### src/rtl/lsu_controller_if.sv
// Core-request and memory-side signal bundle of the load/store unit.
// The controller uses the slave view; the core/memory environment drives through master.
interface lsu_controller_if;
    logic        req_valid;
    logic        req_ready;
    logic        req_we;
    logic [1:0]  req_size;
    logic        req_unsigned;
    logic [31:0] req_addr;
    logic [31:0] req_wdata;
    logic        resp_valid;
    logic [31:0] resp_rdata;
    logic        resp_err;
    logic        mem_req;
    logic        mem_we;
    logic [31:0] mem_addr;
    logic [31:0] mem_wdata;
    logic [3:0]  mem_be;
    logic        mem_ready;
    logic [31:0] mem_rdata;

    modport slave (
        input  req_valid, req_we, req_size, req_unsigned, req_addr, req_wdata,
               mem_ready, mem_rdata,
        output req_ready, resp_valid, resp_rdata, resp_err,
               mem_req, mem_we, mem_addr, mem_wdata, mem_be
    );

    modport master (
        output req_valid, req_we, req_size, req_unsigned, req_addr, req_wdata,
               mem_ready, mem_rdata,
        input  req_ready, resp_valid, resp_rdata, resp_err,
               mem_req, mem_we, mem_addr, mem_wdata, mem_be
    );
endinterface

### src/rtl/lsu_controller.sv
// Single-outstanding load/store controller: alignment check, lane steering,
// load extension and an access timeout between a core port and a word memory.
module lsu_controller #(
    parameter int unsigned TIMEOUT_CYCLES = 255
) (
    input  logic             clk,
    input  logic             rst,
    lsu_controller_if.slave  bus
);
    typedef enum logic [1:0] {IDLE, ACCESS, RESP} state_e;

    localparam logic [15:0] TIMEOUT_LIMIT = 16'(TIMEOUT_CYCLES);

    state_e      state_q, state_d;
    logic [15:0] cnt_q, cnt_d;
    logic        we_q, we_d;
    logic [1:0]  size_q, size_d;
    logic        uns_q, uns_d;
    logic [1:0]  off_q, off_d;
    logic [31:0] addr_q, addr_d;
    logic [31:0] wdata_q, wdata_d;
    logic [3:0]  be_q, be_d;
    logic [31:0] rdata_q, rdata_d;
    logic        err_q, err_d;

    function automatic logic req_error(input logic [1:0] size, input logic [1:0] off);
        case (size)
            2'b00:   req_error = 1'b0;
            2'b01:   req_error = off[0];
            2'b10:   req_error = (off != 2'b00);
            default: req_error = 1'b1;
        endcase
    endfunction

    function automatic logic [31:0] lane_wdata(input logic [1:0] size, input logic [31:0] wdata);
        case (size)
            2'b00:   lane_wdata = {4{wdata[7:0]}};
            2'b01:   lane_wdata = {2{wdata[15:0]}};
            default: lane_wdata = wdata;
        endcase
    endfunction

    function automatic logic [3:0] lane_be(input logic [1:0] size, input logic [1:0] off);
        case (size)
            2'b00:   lane_be = 4'b0001 << off;
            2'b01:   lane_be = 4'b0011 << off;
            default: lane_be = 4'b1111;
        endcase
    endfunction

    function automatic logic [31:0] load_extend(input logic [1:0] size, input logic uns,
                                                input logic [1:0] off, input logic [31:0] rdata);
        logic [31:0] v;
        v = rdata >> {off, 3'b000};
        case (size)
            2'b00:   load_extend = {{24{~uns & v[7]}}, v[7:0]};
            2'b01:   load_extend = {{16{~uns & v[15]}}, v[15:0]};
            default: load_extend = rdata;
        endcase
    endfunction

    // Control state resets asynchronously; datapath holding registers are
    // masked by state at the outputs, so they need no reset.
    always_ff @(posedge clk or posedge rst) begin
        if (rst) begin
            state_q <= IDLE;
            cnt_q   <= 16'd0;
        end else begin
            state_q <= state_d;
            cnt_q   <= cnt_d;
        end
    end

    always_ff @(posedge clk) begin
        we_q    <= we_d;
        size_q  <= size_d;
        uns_q   <= uns_d;
        off_q   <= off_d;
        addr_q  <= addr_d;
        wdata_q <= wdata_d;
        be_q    <= be_d;
        rdata_q <= rdata_d;
        err_q   <= err_d;
    end

    always_comb begin
        state_d = state_q;
        cnt_d   = cnt_q;
        we_d    = we_q;
        size_d  = size_q;
        uns_d   = uns_q;
        off_d   = off_q;
        addr_d  = addr_q;
        wdata_d = wdata_q;
        be_d    = be_q;
        rdata_d = rdata_q;
        err_d   = err_q;
        case (state_q)
            IDLE: begin
                if (bus.req_valid) begin
                    we_d    = bus.req_we;
                    size_d  = bus.req_size;
                    uns_d   = bus.req_unsigned;
                    off_d   = bus.req_addr[1:0];
                    addr_d  = {bus.req_addr[31:2], 2'b00};
                    wdata_d = lane_wdata(bus.req_size, bus.req_wdata);
                    be_d    = bus.req_we ? lane_be(bus.req_size, bus.req_addr[1:0]) : 4'b0000;
                    rdata_d = 32'd0;
                    cnt_d   = 16'd0;
                    if (req_error(bus.req_size, bus.req_addr[1:0])) begin
                        err_d   = 1'b1;
                        state_d = RESP;
                    end else begin
                        err_d   = 1'b0;
                        state_d = ACCESS;
                    end
                end
            end
            ACCESS: begin
                // A ready response in the timeout cycle still completes cleanly.
                if (bus.mem_ready) begin
                    rdata_d = we_q ? 32'd0 : load_extend(size_q, uns_q, off_q, bus.mem_rdata);
                    err_d   = 1'b0;
                    state_d = RESP;
                end else if (cnt_q + 16'd1 == TIMEOUT_LIMIT) begin
                    rdata_d = 32'd0;
                    err_d   = 1'b1;
                    state_d = RESP;
                end else begin
                    cnt_d = cnt_q + 16'd1;
                end
            end
            RESP: begin
                state_d = IDLE;
            end
            default: begin
                state_d = IDLE;
            end
        endcase
    end

    always_comb begin
        bus.req_ready  = (state_q == IDLE) && !rst;
        bus.mem_req    = (state_q == ACCESS);
        bus.mem_we     = (state_q == ACCESS) && we_q;
        bus.mem_addr   = (state_q == ACCESS) ? addr_q  : 32'd0;
        bus.mem_wdata  = (state_q == ACCESS) ? wdata_q : 32'd0;
        bus.mem_be     = (state_q == ACCESS) ? be_q    : 4'b0000;
        bus.resp_valid = (state_q == RESP);
        bus.resp_err   = (state_q == RESP) && err_q;
        bus.resp_rdata = (state_q == RESP) ? rdata_q : 32'd0;
    end
endmodule

### src/flat_wrapper.sv
// flat-port wrapper written by rule: the top's interface ports become plain ports
module lsu_controller_flat 
#(
    parameter int unsigned TIMEOUT_CYCLES = 255
)
  (clk, rst, bus_req_valid, bus_req_we, bus_req_size, bus_req_unsigned, bus_req_addr, bus_req_wdata, bus_mem_ready, bus_mem_rdata, bus_req_ready, bus_resp_valid, bus_resp_rdata, bus_resp_err, bus_mem_req, bus_mem_we, bus_mem_addr, bus_mem_wdata, bus_mem_be);
  lsu_controller_if bus_i ();
  input  logic clk;
  input  logic rst;
  input wire logic [$bits(bus_i.req_valid)-1:0] bus_req_valid;
  input wire logic [$bits(bus_i.req_we)-1:0] bus_req_we;
  input wire logic [$bits(bus_i.req_size)-1:0] bus_req_size;
  input wire logic [$bits(bus_i.req_unsigned)-1:0] bus_req_unsigned;
  input wire logic [$bits(bus_i.req_addr)-1:0] bus_req_addr;
  input wire logic [$bits(bus_i.req_wdata)-1:0] bus_req_wdata;
  input wire logic [$bits(bus_i.mem_ready)-1:0] bus_mem_ready;
  input wire logic [$bits(bus_i.mem_rdata)-1:0] bus_mem_rdata;
  output wire logic [$bits(bus_i.req_ready)-1:0] bus_req_ready;
  output wire logic [$bits(bus_i.resp_valid)-1:0] bus_resp_valid;
  output wire logic [$bits(bus_i.resp_rdata)-1:0] bus_resp_rdata;
  output wire logic [$bits(bus_i.resp_err)-1:0] bus_resp_err;
  output wire logic [$bits(bus_i.mem_req)-1:0] bus_mem_req;
  output wire logic [$bits(bus_i.mem_we)-1:0] bus_mem_we;
  output wire logic [$bits(bus_i.mem_addr)-1:0] bus_mem_addr;
  output wire logic [$bits(bus_i.mem_wdata)-1:0] bus_mem_wdata;
  output wire logic [$bits(bus_i.mem_be)-1:0] bus_mem_be;
  assign bus_i.req_valid = bus_req_valid;
  assign bus_i.req_we = bus_req_we;
  assign bus_i.req_size = bus_req_size;
  assign bus_i.req_unsigned = bus_req_unsigned;
  assign bus_i.req_addr = bus_req_addr;
  assign bus_i.req_wdata = bus_req_wdata;
  assign bus_i.mem_ready = bus_mem_ready;
  assign bus_i.mem_rdata = bus_mem_rdata;
  assign bus_req_ready = bus_i.req_ready;
  assign bus_resp_valid = bus_i.resp_valid;
  assign bus_resp_rdata = bus_i.resp_rdata;
  assign bus_resp_err = bus_i.resp_err;
  assign bus_mem_req = bus_i.mem_req;
  assign bus_mem_we = bus_i.mem_we;
  assign bus_mem_addr = bus_i.mem_addr;
  assign bus_mem_wdata = bus_i.mem_wdata;
  assign bus_mem_be = bus_i.mem_be;
  lsu_controller #(.TIMEOUT_CYCLES(TIMEOUT_CYCLES)) u_core (.clk(clk), .rst(rst), .bus(bus_i));
endmodule
### config.mk
export PLATFORM = sky130hd
export DESIGN_NAME = lsu_controller_flat
export DESIGN_NICKNAME = d
export VERILOG_FILES = /design/src/rtl/lsu_controller_if.sv /design/src/rtl/lsu_controller.sv /design/src/flat_wrapper.sv
export SDC_FILE = /design/constraint.sdc
export NUM_CORES = 1
export LEC_CHECK = 0
export ABC_AREA = 1
export CORE_MARGIN = 2
export CORE_UTILIZATION = 37
export CTS_BUF_LIST = sky130_fd_sc_hd__clkbuf_8
export DETAILED_ROUTE_END_ITERATION = 6
export PLACE_DENSITY_LB_ADDON = 0.1
export REMOVE_ABC_BUFFERS = 1
export SYNTH_ARGS = -nofsm -noshare
export SYNTH_HDL_FRONTEND = slang
export SYNTH_SLANG_ARGS = --single-unit
### constraint.sdc
create_clock -name clk -period 6.4 [get_ports clk]
set_input_delay 1.28 -clock clk [delete_from_list [all_inputs] [get_ports clk]]
set_output_delay 1.28 -clock clk [all_outputs]
set_load 0.1 [all_outputs]
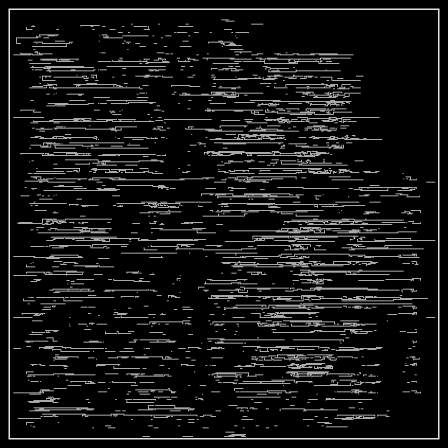
*Signal wires on met1, run 1*
The layer carries 7020 µm of wire. The layer holds 42% of the routed length. The wires run mostly horizontal. The longest straight run is 35.0 µm. 988 nets have wire on it.
total number of vias: 5578
GRT met1 Usage: 0.226
final WL: 16.8 mm

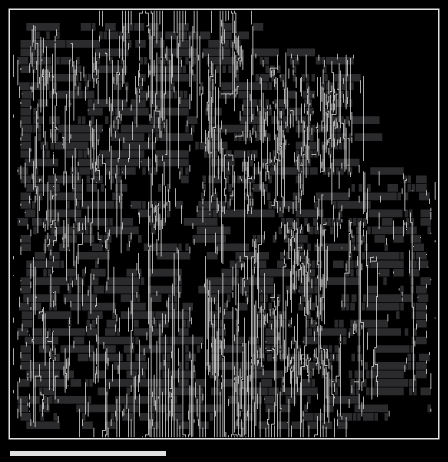
*Met2 routing, run 1*
Scale bar: 50 µm.
The layer holds 46% of the routed length. The wires run mostly vertical.
global routing met2 resource utilization: 0.302

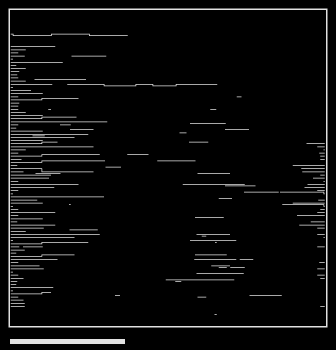
*Signal wires on met3, run 1*
Scale bar: 50 µm.
The longest straight run is 41.6 µm. The wires run mostly horizontal.
GR Util met3: 0.0762

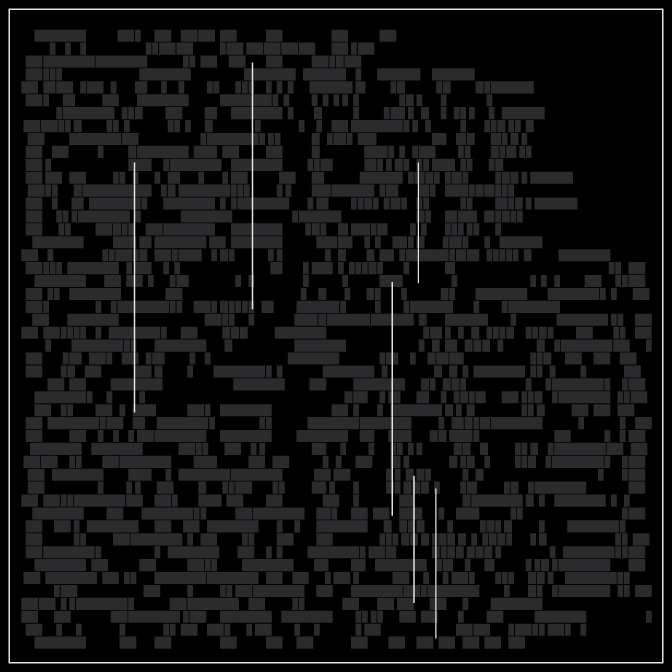
*Met4 routing, run 1*
The layer holds 1.4% of the routed length. The wires run mostly vertical. 4 nets have wire on it.

==> impl_metrics.toml, run 1 <==
# flow metrics
[final_timing]
worst_pin_slew_ns = 1.06
final.min_clock_period_ns = 4.62
fmax_mhz = 216

[placement]
place_area_um2 = 8820
dp.cells = 1215
dp_slack_ns = 2.13

[critical_path]
reg2reg_depth = 14
start_kind = "flop"
crit_family = "buffers and inverters"
r2r-end = "u_core.rdata_q[27]"

[yosys]
compound_area_frac = 0.0966
synth-edff-count = 105
top_cells_by_count = "inv_1, nor2_1, nand2_1, edfxtp_1, o21ai_0"

[clock_network]
cts_buffer_depth = 2
cts_setup_buffers = 0

[status]
status = "finished, final reports clean"

[detailed_routing]
final_antenna_net_count = 0
drt_iter0_markers = 411

[layout]
comb-cell-share = 0.231
final_cells = 1247
final_core_util = 0.530
logic_gates = 468
buf_share = 0.228
drive_gt1_frac = 0.0548

[hold_path]
hold_path_class = "flop to flop"

[die]
fp_util = 0.379
row_count = 48

[power_and_ir_drop]
pg_seq_uw = 1130
peakVddDrop_mv = 0.191

[grt]
grt_pass1_vias = 5291
### Track usage over the die, run 1

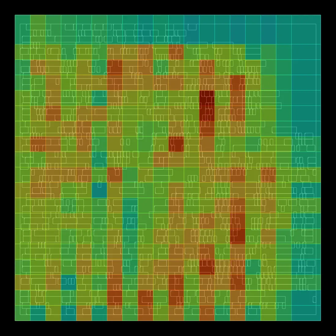

--- run 2 (diff from run 1) ---
==> constraint.sdc (replaced) <==
create_clock -name clk -period 3.9 [get_ports clk]
set_input_delay 0.78 -clock clk [delete_from_list [all_inputs] [get_ports clk]]
set_output_delay 0.78 -clock clk [all_outputs]
set_load 0.1 [all_outputs]
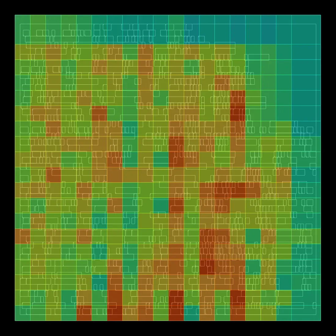
*Track usage over the die, run 2*
GRT met1 Usage: 0.232
GR Util met3: 0.0721
Most Used Layer, Global Route: met2
gr usage total: 0.190
global routing met2 resource utilization: 0.309

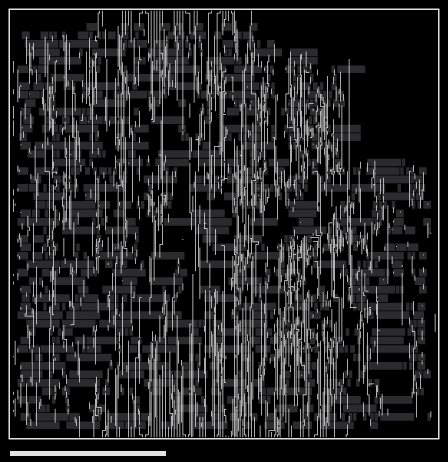
*Met2 routing, run 2*
Scale bar: 50 µm.
The longest straight run is 52.5 µm. 820 nets have wire on it. The wires run mostly vertical.
total number of vias: 5623
final WL: 17.1 mm

==> run 2 against run 1 <==
Compared with the run above: sequential power up 64%; combinational power grew about 60%; sequential share of layout area is 1.1 points higher; total power increased by 62%; critical path type unchanged; highest routed layer unchanged.
==> impl_metrics.toml, run 2 <==
# flow metrics
[critical_path]
start_kind = "flop"
slowest_delay_ns = 0.42
reg2reg_depth = 14
r2r-end = "u_core.rdata_q[31]"
r2r_slack_ns = 1.14
crit_arrival_ns = 2.37

[layout]
comb-cell-share = 0.238
final_core_util = 0.516
buf_share = 0.208
logic_gates = 468
drive_gt1_frac = 0.153
seq_share = 0.402
final_cells = 1250

[yosys]
top_cells_by_count = "inv_1, nor2_1, nand2_1, edfxtp_1, o21ai_0"
area_leaders = "edfxtp_1, inv_1, nor2_1"
ys_cells = 810
synthCells = 810
ys_types = 38
top_logic_kind = "simple AND/OR/NAND/NOR gates"
synth-edff-count = 105

[power_and_ir_drop]
comb_power_share = 0.457
peakVddDrop_mv = 0.298
pg_seq_uw = 1850
p_int_uw = 2780

[detailed_routing]
final_antenna_net_count = 0
drt_iter0_markers = 442

[grt]
grt_pass1_wl_mm = 27.3
grt_pass1_vias = 5403

[die]
row_count = 48
pin_count = 209
die-area_um2 = 18900
fp_util = 0.379

[placement]
place_area_um2 = 8580
dp.cells = 1218
dp_slack_ns = 0.891
place_congestion = 0.827

[final_timing]
final.min_clock_period_ns = 3.15
finalSetupViolations = 0
fmax_mhz = 318
worst_pin_slew_ns = 0.975

[hold_path]
hold_path_class = "flop to flop"
min_from = "u_core.cnt_q[15]"
holdPathStages = 2

[status]
status = "finished, final reports clean"

[clock_network]
cts_setup_buffers = 0
cts_buffer_depth = 2
### Signal wires on met3, run 2

Scale bar: 50 µm.
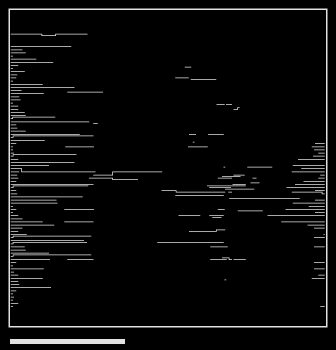

--- run 3 (diff from run 2) ---
==> constraint.sdc (replaced) <==
create_clock -name clk -period 3.14 [get_ports clk]
set_input_delay 0.628 -clock clk [delete_from_list [all_inputs] [get_ports clk]]
set_output_delay 0.628 -clock clk [all_outputs]
set_load 0.1 [all_outputs]
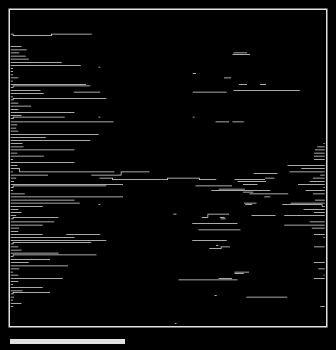
*Signal wires on met3, run 3*
Scale bar: 50 µm.
The longest straight run is 48.5 µm. 148 nets have wire on it. The wires run mostly horizontal. The layer carries 1890 µm of wire.
GR Util met3: 0.0879
final WL: 17.3 mm
total number of vias: 5754

==> run 3 against run 2 <==
Compared with the run above: sequential share of layout area shrank 3.3 points; count of clock-buffer cells in the layout is the same; combinational power is 42% higher; final area increased by 8.9%; area after synthesis unchanged; register-to-register slack worse by 0.40 ns; sequential power increased by 23%; first-iteration DRC count shrank 41%; die size is the same; clock skew up 0.0025 ns.
==> impl_metrics.toml, run 3 <==
# flow metrics
[placement]
dp_slack_ns = 0.371
place_area_um2 = 9400
place_congestion = 0.825

[yosys]
synth-edff-count = 105
ys_cells = 810
top_logic_kind = "simple AND/OR/NAND/NOR gates"
synthCells = 810

[grt]
grt_pass1_wl_mm = 27.4
grt_usage = 0.191
grt_pass1_vias = 5440
grt.busiest_layer = "met2"

[layout]
comb-cell-share = 0.218
seq_share = 0.370
logic_gates = 468
final_cells = 1256
final_core_util = 0.562

[die]
fp_util = 0.379
die-area_um2 = 18900
pin_count = 209

[final_timing]
worst_pin_slew_ns = 0.736
final.min_clock_period_ns = 2.82

[critical_path]
r2r_slack_ns = 0.74
slowest_delay_ns = 0.42
crit_arrival_ns = 2.20
start_kind = "flop"
reg2reg_depth = 14
r2r-end = "u_core.rdata_q[15]"

[hold_path]
holdPathStages = 2
hold_path_class = "flop to flop"

[detailed_routing]
drt_iter0_markers = 260
final_antenna_net_count = 0

[power_and_ir_drop]
comb_power_share = 0.498
p_int_uw = 3720
pg_seq_uw = 2280

[status]
status = "finished, final reports clean"

[clock_network]
cts_setup_buffers = 0
cts_buffer_depth = 2
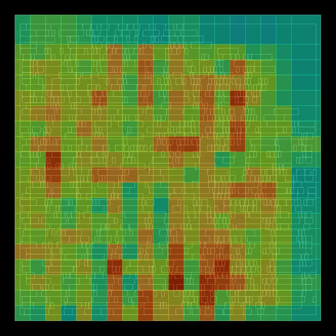
*Track usage over the die, run 3*
Wirelength per Cell: 13.7 µm
global routing met2 resource utilization: 0.306
GRT met1 Usage: 0.225

Power figures rest on the tool's default switching activity, not on a simulated workload.
